[src/rtl/control_unit_pkg.sv]
// Shared decode constants and the packed control word for the ID stage.
// Latency: none (types and constants only).
// Backpressure: none.
package cpu_pkg;

    localparam int OPC_W = 5;

    localparam logic [OPC_W-1:0] OPC_ART  = 5'h00;
    localparam logic [OPC_W-1:0] OPC_LOG  = 5'h01;
    localparam logic [OPC_W-1:0] OPC_JMP  = 5'h02;
    localparam logic [OPC_W-1:0] OPC_BQE  = 5'h03;
    localparam logic [OPC_W-1:0] OPC_BNE  = 5'h04;
    localparam logic [OPC_W-1:0] OPC_CALL = 5'h05;
    localparam logic [OPC_W-1:0] OPC_RET  = 5'h06;
    localparam logic [OPC_W-1:0] OPC_LD   = 5'h07;
    localparam logic [OPC_W-1:0] OPC_ST   = 5'h08;
    localparam logic [OPC_W-1:0] OPC_CRY  = 5'h09;
    localparam logic [OPC_W-1:0] OPC_IMM  = 5'h0A;

    // Field order is MSB first and matches the ID_* port order of control_unit.
    typedef struct packed {
        logic branch;
        logic regwrite;
        logic memtoreg;
        logic memread;
        logic memwrite;
        logic alusrc;
        logic aluop;
        logic regdist;
        logic branchtype;
        logic push;
        logic pop;
        logic ret;
        logic jump;
    } ctrl_t;

    localparam int CTRL_W = $bits(ctrl_t);

endpackage

[src/rtl/control_unit_if.sv]
// Decode-stage bus: opcode/hazard in, registered control signals out.
// Latency: none (wiring only).
// Backpressure: none; hazard is the only stall mechanism and is carried here.
interface control_unit_if;
    import cpu_pkg::*;

    logic [OPC_W-1:0] opcode;
    logic             hazard;

    logic ID_branch;
    logic ID_regwrite;
    logic ID_memtoreg;
    logic ID_memread;
    logic ID_memwrite;
    logic ID_alusrc;
    logic ID_aluop;
    logic ID_regdist;
    logic ID_branchtype;
    logic ID_push;
    logic ID_pop;
    logic ID_ret;
    logic ID_jump;

    // Decode stage side: supplies opcode and hazard, observes control outputs.
    modport master (
        output opcode, hazard,
        input  ID_branch, ID_regwrite, ID_memtoreg, ID_memread, ID_memwrite,
               ID_alusrc, ID_aluop, ID_regdist, ID_branchtype, ID_push,
               ID_pop, ID_ret, ID_jump
    );

    // Control unit side.
    modport slave (
        input  opcode, hazard,
        output ID_branch, ID_regwrite, ID_memtoreg, ID_memread, ID_memwrite,
               ID_alusrc, ID_aluop, ID_regdist, ID_branchtype, ID_push,
               ID_pop, ID_ret, ID_jump
    );

endinterface

[src/rtl/control_unit_decode.sv]
// Pure combinational opcode to control-word mapping.
// Latency: 0 cycles (combinational).
// Backpressure: none.
module control_decode
    import cpu_pkg::*;
(
    input  logic [OPC_W-1:0] opcode,
    output ctrl_t            ctrl
);

    // Each opcode asserts only its own fields; unused opcodes fall through as NOP.
    always_comb begin
        ctrl = '0;
        unique case (opcode)
            OPC_ART, OPC_CRY: begin
                ctrl.regwrite = 1'b1;
                ctrl.regdist  = 1'b1;
            end
            OPC_LOG: begin
                ctrl.regwrite = 1'b1;
                ctrl.regdist  = 1'b1;
                ctrl.aluop    = 1'b1;
            end
            OPC_JMP: begin
                ctrl.jump = 1'b1;
            end
            OPC_BQE: begin
                ctrl.branch = 1'b1;
            end
            OPC_BNE: begin
                ctrl.branch     = 1'b1;
                ctrl.branchtype = 1'b1;
            end
            OPC_CALL: begin
                ctrl.jump = 1'b1;
                ctrl.push = 1'b1;
            end
            OPC_RET: begin
                ctrl.ret = 1'b1;
                ctrl.pop = 1'b1;
            end
            OPC_LD: begin
                ctrl.regwrite = 1'b1;
                ctrl.memtoreg = 1'b1;
                ctrl.memread  = 1'b1;
                ctrl.alusrc   = 1'b1;
            end
            OPC_ST: begin
                ctrl.memwrite = 1'b1;
                ctrl.alusrc   = 1'b1;
            end
            OPC_IMM: begin
                ctrl.regwrite = 1'b1;
                ctrl.alusrc   = 1'b1;
            end
            default: ctrl = '0;
        endcase
    end

endmodule

[src/rtl/control_unit.sv]
// ID-stage control unit: decodes opcode into a registered control word.
// Latency: 1 cycle from opcode/hazard sampled at an edge to outputs.
// Backpressure: none; hazard=1 loads a bubble (all-zero word), reset overrides hazard.
module control_unit
    import cpu_pkg::*;
(
    input  logic           clk,
    input  logic           rst,
    control_unit_if.slave  bus
);

    ctrl_t dec_word;
    ctrl_t ctrl_q;

    control_decode u_decode (
        .opcode (bus.opcode),
        .ctrl   (dec_word)
    );

    // Output register: reset first, then bubble on hazard, else the decoded word.
    always_ff @(posedge clk) begin
        if (rst) begin
            ctrl_q <= '0;
        end else if (bus.hazard) begin
            ctrl_q <= '0;
        end else begin
            ctrl_q <= dec_word;
        end
    end

    assign bus.ID_branch     = ctrl_q.branch;
    assign bus.ID_regwrite   = ctrl_q.regwrite;
    assign bus.ID_memtoreg   = ctrl_q.memtoreg;
    assign bus.ID_memread    = ctrl_q.memread;
    assign bus.ID_memwrite   = ctrl_q.memwrite;
    assign bus.ID_alusrc     = ctrl_q.alusrc;
    assign bus.ID_aluop      = ctrl_q.aluop;
    assign bus.ID_regdist    = ctrl_q.regdist;
    assign bus.ID_branchtype = ctrl_q.branchtype;
    assign bus.ID_push       = ctrl_q.push;
    assign bus.ID_pop        = ctrl_q.pop;
    assign bus.ID_ret        = ctrl_q.ret;
    assign bus.ID_jump       = ctrl_q.jump;

endmodule

[src/flat_wrapper.sv]
// flat-port wrapper written by rule: the top's interface ports become plain ports
module control_unit_flat import cpu_pkg::*;
  (clk, rst, bus_opcode, bus_hazard, bus_ID_branch, bus_ID_regwrite, bus_ID_memtoreg, bus_ID_memread, bus_ID_memwrite, bus_ID_alusrc, bus_ID_aluop, bus_ID_regdist, bus_ID_branchtype, bus_ID_push, bus_ID_pop, bus_ID_ret, bus_ID_jump);
  control_unit_if bus_i ();
  input  logic clk;
  input  logic rst;
  input wire logic [$bits(bus_i.opcode)-1:0] bus_opcode;
  input wire logic [$bits(bus_i.hazard)-1:0] bus_hazard;
  output wire logic [$bits(bus_i.ID_branch)-1:0] bus_ID_branch;
  output wire logic [$bits(bus_i.ID_regwrite)-1:0] bus_ID_regwrite;
  output wire logic [$bits(bus_i.ID_memtoreg)-1:0] bus_ID_memtoreg;
  output wire logic [$bits(bus_i.ID_memread)-1:0] bus_ID_memread;
  output wire logic [$bits(bus_i.ID_memwrite)-1:0] bus_ID_memwrite;
  output wire logic [$bits(bus_i.ID_alusrc)-1:0] bus_ID_alusrc;
  output wire logic [$bits(bus_i.ID_aluop)-1:0] bus_ID_aluop;
  output wire logic [$bits(bus_i.ID_regdist)-1:0] bus_ID_regdist;
  output wire logic [$bits(bus_i.ID_branchtype)-1:0] bus_ID_branchtype;
  output wire logic [$bits(bus_i.ID_push)-1:0] bus_ID_push;
  output wire logic [$bits(bus_i.ID_pop)-1:0] bus_ID_pop;
  output wire logic [$bits(bus_i.ID_ret)-1:0] bus_ID_ret;
  output wire logic [$bits(bus_i.ID_jump)-1:0] bus_ID_jump;
  assign bus_i.opcode = bus_opcode;
  assign bus_i.hazard = bus_hazard;
  assign bus_ID_branch = bus_i.ID_branch;
  assign bus_ID_regwrite = bus_i.ID_regwrite;
  assign bus_ID_memtoreg = bus_i.ID_memtoreg;
  assign bus_ID_memread = bus_i.ID_memread;
  assign bus_ID_memwrite = bus_i.ID_memwrite;
  assign bus_ID_alusrc = bus_i.ID_alusrc;
  assign bus_ID_aluop = bus_i.ID_aluop;
  assign bus_ID_regdist = bus_i.ID_regdist;
  assign bus_ID_branchtype = bus_i.ID_branchtype;
  assign bus_ID_push = bus_i.ID_push;
  assign bus_ID_pop = bus_i.ID_pop;
  assign bus_ID_ret = bus_i.ID_ret;
  assign bus_ID_jump = bus_i.ID_jump;
  control_unit u_core (.clk(clk), .rst(rst), .bus(bus_i));
endmodule
[config.mk]
export PLATFORM = sky130hd
export DESIGN_NAME = control_unit_flat
export DESIGN_NICKNAME = d
export VERILOG_FILES = /design/src/rtl/control_unit_pkg.sv /design/src/rtl/control_unit_if.sv /design/src/rtl/control_unit_decode.sv /design/src/rtl/control_unit.sv /design/src/flat_wrapper.sv
export SDC_FILE = /design/constraint.sdc
export NUM_CORES = 1
export LEC_CHECK = 0
export CAP_MARGIN = 20
export CORE_AREA = 2 2 39 41
export DETAILED_ROUTE_END_ITERATION = 6
export DIE_AREA = 0 0 41 43
export MAX_ROUTING_LAYER = met4
export PLACE_DENSITY = 0.65
export SYNTH_ARGS = -nofsm -noshare
export SYNTH_HDL_FRONTEND = slang
export SYNTH_SLANG_ARGS = --single-unit
export TNS_END_PERCENT = 50
[constraint.sdc]
create_clock -name clk -period 1.8 [get_ports clk]
set_clock_uncertainty 0.2 [all_clocks]
set_input_delay 0.27 -clock clk [delete_from_list [all_inputs] [get_ports clk]]
set_output_delay 0.27 -clock clk [all_outputs]
set_load 0.01 [all_outputs]
Figure 1. Pin placement.
Pins as bars across the die edge, other pins in gray.
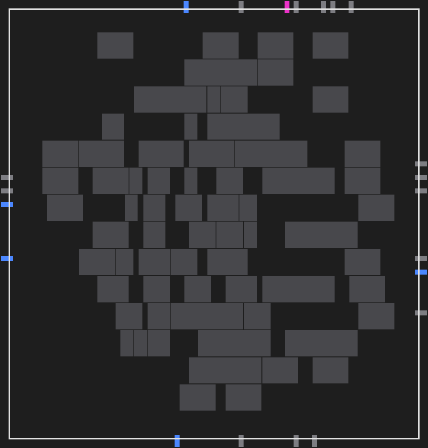
bus_ID_memread: drawn in magenta, pins 1, direction output, edge north. bus_opcode: drawn in blue, pins 5, direction input, edge 2 west, 1 south, 1 east, 1 north.

Figure 2. Drive-strength map.
The bar under the picture is 10 um long.
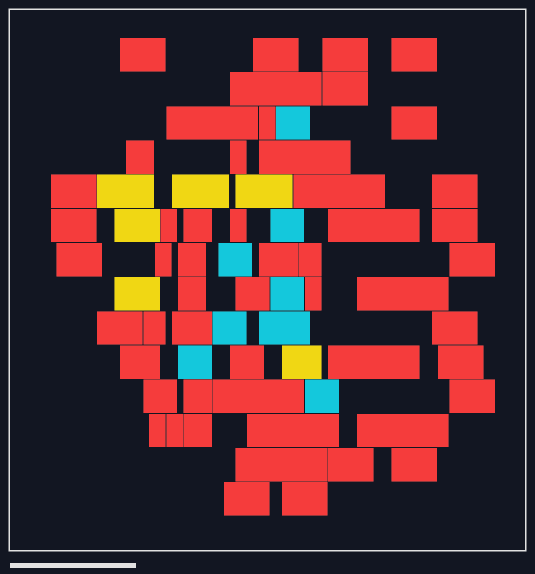
_3 and _4 cells: drawn in cyan, cells 8, share 12%. _2 cells: drawn in yellow, cells 6, share 9.0%. _0 and _1 cells: drawn in red, cells 53, share 79%.

Figure 3. Cell classes on the final placement.
The bar under the picture is 10 um long.
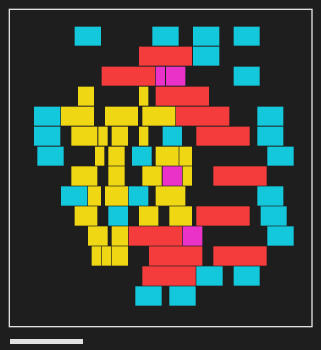
clock drivers and dummy loads: drawn in magenta, cells 4. sequential cells: drawn in red, cells 11. remaining buffers and delay cells: drawn in cyan, cells 24. combinational and other logic: drawn in yellow, cells 28.

Figure 4. Routed clock nets over the placement.
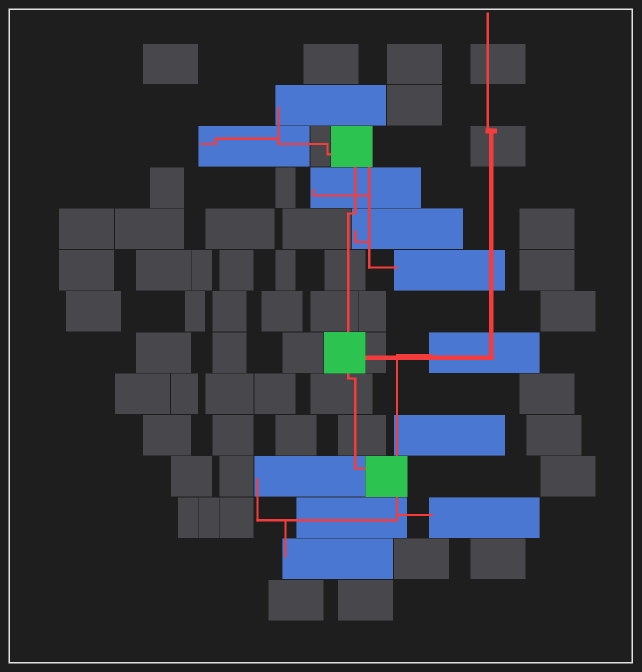
flip-flops: drawn in blue, count 11. clock drivers: drawn in green, count 3. clock wires: drawn in red, length 118 um.
There are 4 routed clock nets.

==> impl_metrics.tcl <==
# flow metrics
set metrics [dict create \
    outcome "finished, final reports clean" \
    post_cts_resized 0 \
    timing.critical_path.from "u_core.bus.ID_pop" \
    synth.avg_cell_area_um2 10.4 \
    p_int_mw 0.366 \
    grt_use_met3_pct 1.57 \
    yosys_area_um2 448 \
    met2_usage_pct 14.4 \
    maxCapViolations 0 \
    grt_pass1_wl_um 1250 \
    synth-compound-area-share_pct 9.78 \
    synthSimpleGateAreaFrac_pct 34.9 \
    ys_top_cells_by_area "dfxtp_1 49%, nor3b_2 5.6%, buf_4 5.0%" \
    layout.nonclk_buf_share_pct 33.0 \
    netlist_instances 43 \
    hold_end "u_core.bus.ID_memwrite" \
    synth_top_area_share_pct 49.2 \
    tool_warnings 26 \
    yosysTopAreaCell "dfxtp_1" \
    grt_pass1_vias 327 \
    holdPathStages 4 \
    synth-seq-cells 11 \
    max_freq_mhz 631 \
    use_met1_pct 13.7 \
    synth-edff-count 0 \
    crit_fanout 2 \
    comb_area_um2 200 \
    die_w_um 41 \
    cts.sink_count 11 \
    antenna_found_initial 0 \
    layout.cells.most_common "clkdlybuf4s50_1" \
    num_antenna_cells 0 \
    power_frac_seq_pct 53.6 \
    cp_cell_sequence "clkdlybuf4s50_1" \
    drive_above_1_share_pct 20.9 \
    cts-root-buf "clkbuf_4" \
    seqCellArea_um2 220 \
    yosysCellCount 43 \
    relSlewSlack_pct 82.1 \
    ioPinCount 21 \
    placed_cells 79 \
    arrival_ns 1.12 \
    final_cell_mix "20 x clkdlybuf4s50_1, 11 x dfxtp_1, 4 x nor2_1, 4 x buf_4" \
    overflow 0 \
    pwr-share-comb_pct 12.9 \
    logic_gate_count 28 \
    endpoint "bus_ID_pop" \
    clock_buffers 4 \
    ys.warnings.count 0 \
    pg_clk_mw 0.154 \
    ys_sh_adder_pct 0 \
    ys_top_cells_by_count "11 x dfxtp_1, 4 x nor2_1, 3 x buf_4, 3 x nand2_1" \
    drtIter0Drc 1 \
    ys_seq_share_pct 49.2 \
    wl_met2_um 366 \
    top_layer_used "met4" \
    grt_max_degree 10 \
    wl_per_cell_um 9.40 \
    end_kind "primary output" \
    wl_um 780 \
    critPathTopFamily "buffers and inverters" \
    ant_nets 0 \
    wl_met1_um 359 \
    finalCriticalPeriod_ns 1.59 \
    layout-area-overhead-vs-synth_pct 55.6 \
    synthArstFlopShare_pct 0 \
    mux_share_pct 0 \
    largest_class "buffers" \
    placed_cell_area_um2 671 \
    comb_share_pct 28.7 \
    cts_tree "built" \
    finalHoldViolations 0 \
    rows 14 \
    fp_nets 51 \
    setup_viol 0 \
    ff_count 11 \
    p_total_mw 0.460 \
    worstSetupPathType "reg -> out" \
    fin_ws_ns 0.215 \
    n_tap_cell 16 \
    clkPwrFrac_pct 33.5 \
    fin_area_um2 697 \
    clk_share_pct 3.77 \
    fin_hold_ws_ns 0.525 \
    p_switching_mw 0.0942 \
    core_um2 1380 \
    die_h_um 43 \
    critPathMaxStageDelay_ns 0.53 \
    dp_slack_ns 0.106 \
    place.gp.congestion 0.734 \
    slowest_stage "clkdlybuf4s50_1" \
    hold_buffers 0 \
    timing.setup.tns_ns 0 \
    fin_cells 83 \
    p_per_area_nw_per_um2 660 \
    fillCellCount 144 \
    cp_num_cells 1 \
    hpwl_um 638 \
    power_leader "registers" \
    path_buffers 1 \
    start_kind "flip-flop" \
    viasPerCell 4.53 \
    synth_top_flop_cell "dfxtp_1" \
    netlist_area_um2 448 \
    yosysMostFrequentCell "dfxtp_1" \
    cp_data_required_time_ns 1.33 \
    cts_made_buffers 3 \
]
Power and IR drop assume default switching activity.
